m2.png
Drawn at 1 px/um.
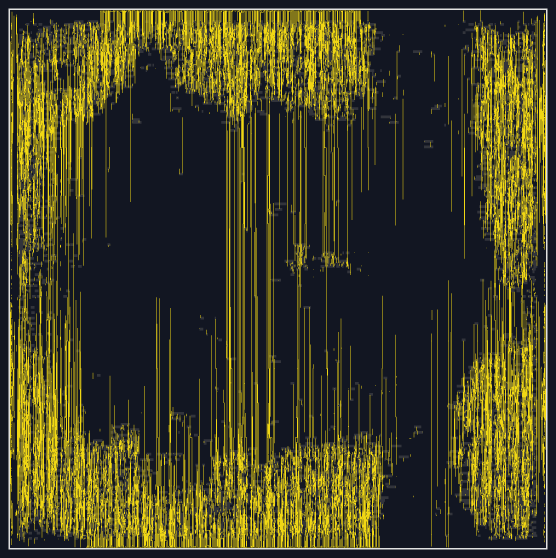
port_trees.png
Drawn at 1 px/um.
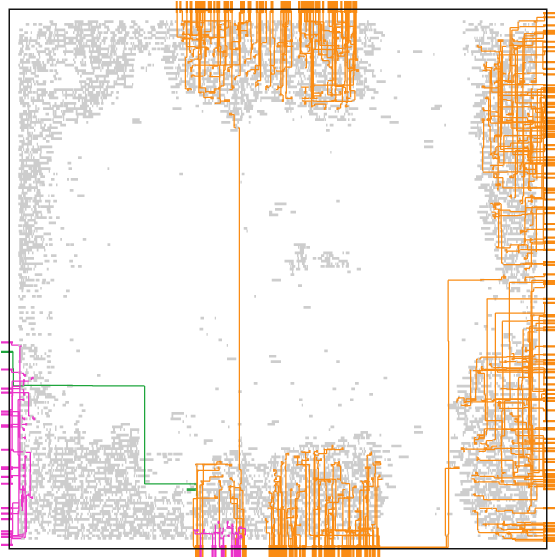
ff_map.png
Drawn at 1 px/um.
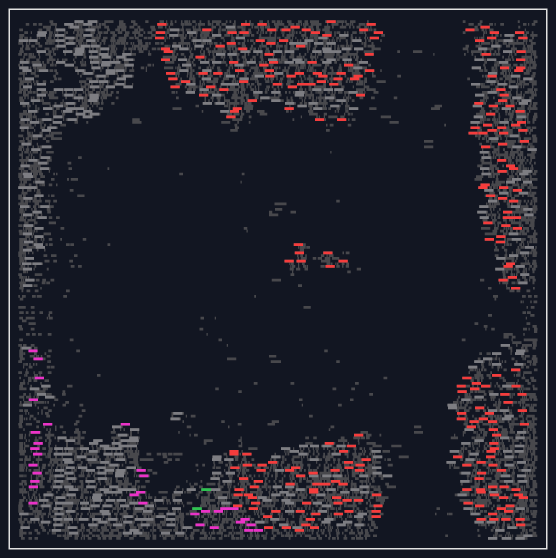
congestion_map.png
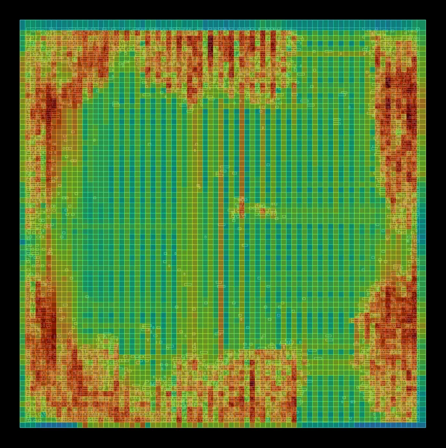
`src/rtl/cache_pmem_arbiter.sv`:
```
// Arbitrates one burst pmem port between the icache and dcache, one line transaction at a time.
// Optional macro ARB_RR_EN: round-robin tie-break instead of fixed dcache priority.
module cache_pmem_arbiter #(
  parameter int ADDR_WIDTH = 32,
  parameter int LINE_WIDTH = 256
) (
  input  logic                  clk,
  input  logic                  rst,
  input  logic                  i_read,
  input  logic [ADDR_WIDTH-1:0] i_addr,
  output logic [LINE_WIDTH-1:0] i_rdata,
  output logic                  i_resp,
  input  logic                  d_read,
  input  logic                  d_write,
  input  logic [ADDR_WIDTH-1:0] d_addr,
  input  logic [LINE_WIDTH-1:0] d_wdata,
  output logic [LINE_WIDTH-1:0] d_rdata,
  output logic                  d_resp,
  output logic                  pmem_read,
  output logic                  pmem_write,
  output logic [ADDR_WIDTH-1:0] pmem_addr,
  output logic [LINE_WIDTH-1:0] pmem_wdata,
  input  logic [LINE_WIDTH-1:0] pmem_rdata,
  input  logic                  pmem_resp
);

  typedef enum logic [1:0] {IDLE, I_BUSY, D_RD, D_WR} state_t;

  state_t                state;
  logic [ADDR_WIDTH-1:0] addr_reg;
  logic [LINE_WIDTH-1:0] wdata_reg;
  logic [LINE_WIDTH-1:0] i_hold_reg;
  logic [LINE_WIDTH-1:0] d_hold_reg;
  logic                  pmem_read_reg;
  logic                  pmem_write_reg;
  logic                  d_req;
  logic                  pick_d;

  assign d_req = d_read | d_write;

`ifdef ARB_RR_EN
  logic rr_last;
  // On a tie the cache not granted last wins; rr_last=0 lets the dcache take the first tie.
  assign pick_d = d_req & (~i_read | ~rr_last);
`else
  assign pick_d = d_req;
`endif

  always_ff @(posedge clk or negedge rst) begin
    if (!rst) begin
      state          <= IDLE;
      addr_reg       <= '0;
      wdata_reg      <= '0;
      i_hold_reg     <= '0;
      d_hold_reg     <= '0;
      pmem_read_reg  <= 1'b0;
      pmem_write_reg <= 1'b0;
`ifdef ARB_RR_EN
      rr_last        <= 1'b0;
`endif
    end else begin
      case (state)
        IDLE: begin
          if (pick_d) begin
            // d_read with d_write is illegal; the write takes precedence.
            state          <= d_write ? D_WR : D_RD;
            addr_reg       <= d_addr;
            pmem_read_reg  <= ~d_write;
            pmem_write_reg <= d_write;
            if (d_write) wdata_reg <= d_wdata;
`ifdef ARB_RR_EN
            rr_last        <= 1'b1;
`endif
          end else if (i_read) begin
            state         <= I_BUSY;
            addr_reg      <= i_addr;
            pmem_read_reg <= 1'b1;
`ifdef ARB_RR_EN
            rr_last       <= 1'b0;
`endif
          end
        end
        default: begin
          if (pmem_resp) begin
            state          <= IDLE;
            pmem_read_reg  <= 1'b0;
            pmem_write_reg <= 1'b0;
            if (state == I_BUSY) i_hold_reg <= pmem_rdata;
            if (state == D_RD)   d_hold_reg <= pmem_rdata;
          end
        end
      endcase
    end
  end

  assign pmem_read  = pmem_read_reg;
  assign pmem_write = pmem_write_reg;
  assign pmem_addr  = (state != IDLE) ? addr_reg : '0;
  assign pmem_wdata = (state == D_WR) ? wdata_reg : '0;

  // Owner sees memory data live; the other side keeps the last line it received.
  assign i_rdata = (state == I_BUSY) ? pmem_rdata : i_hold_reg;
  assign d_rdata = (state == D_RD)   ? pmem_rdata : d_hold_reg;
  assign i_resp  = (state == I_BUSY) & pmem_resp;
  assign d_resp  = ((state == D_RD) | (state == D_WR)) & pmem_resp;

`ifndef SYNTHESIS
  always @(posedge clk) begin
    if (rst && state == IDLE)
      assert (!(d_read && d_write))
        else $warning("illegal simultaneous d_read and d_write, treated as write");
  end
`endif

endmodule

```
`config.mk`:
```
export PLATFORM = sky130hd
export DESIGN_NAME = cache_pmem_arbiter
export DESIGN_NICKNAME = d
export VERILOG_FILES = /design/src/rtl/cache_pmem_arbiter.sv
export SDC_FILE = /design/constraint.sdc
export NUM_CORES = 1
export LEC_CHECK = 0
export ABC_AREA = 1
export CAP_MARGIN = 15
export CORE_AREA = 8 8 528 530
export CTS_CLUSTER_SIZE = 24
export DETAILED_ROUTE_END_ITERATION = 7
export DIE_AREA = 0 0 536 538
export GPL_TIMING_DRIVEN = 0
export HOLD_SLACK_MARGIN = 0.1
export SYNTH_ARGS = -nofsm -noshare
export SYNTH_HDL_FRONTEND = slang
export SYNTH_SLANG_ARGS = --single-unit
```
`constraint.sdc`:
```
create_clock -name clk -period 2.6 [get_ports clk]
set_input_delay 0.52 -clock clk [delete_from_list [all_inputs] [get_ports clk]]
set_output_delay 0.52 -clock clk [all_outputs]
set_load 0.01 [all_outputs]
```
==> impl_metrics.json <==
{
  "violations": "setup timing",
  "critPathSlowestCell": "dfrtp_2",
  "synthDistinctLibCells": 14,
  "dr_total_vias": 41600,
  "antenna_cells": 61,
  "outcome": "finished, violations left",
  "setup_viol": 1516,
  "pwr-share-seq": 0.252,
  "die.size.x_um": 536,
  "nets": 7404,
  "layout.area.comb_um2": 15900,
  "area_growth_pct": 65.2,
  "crit_fanout": 10,
  "fin_cells": 10500,
  "yosys.stat.seqShare": 0.528,
  "cts_setup_buffers": 28,
  "fin_ws_ns": -0.555,
  "yosys_area_um2": 38100,
  "postLayoutCellArea_um2": 62900,
  "grt_start_max_net_pins": 114,
  "track_usage": 0.171
}
## Picture notes: m2.png
nets with wire on the layer	6042
share of all routed wire	47%
longest straight run	414 um

## Picture notes: port_trees.png
color	port	bits	direction	end cells	buffers	wire
green	pmem_read	1	output	1	1	335 um
orange	i_rdata	256	output	256	257	21.3 mm
magenta	i_addr	32	input	32	32	1400 um

## Picture notes: ff_map.png
color	signal	sequential cells
magenta	addr_reg	32
red	d_hold_reg	256
green	state	2

## Picture notes: congestion_map.png
final core utilization: 0.233
Most Crowded Layer GR: met2

No activity file was given, so power comes from the tool's default toggle rates.
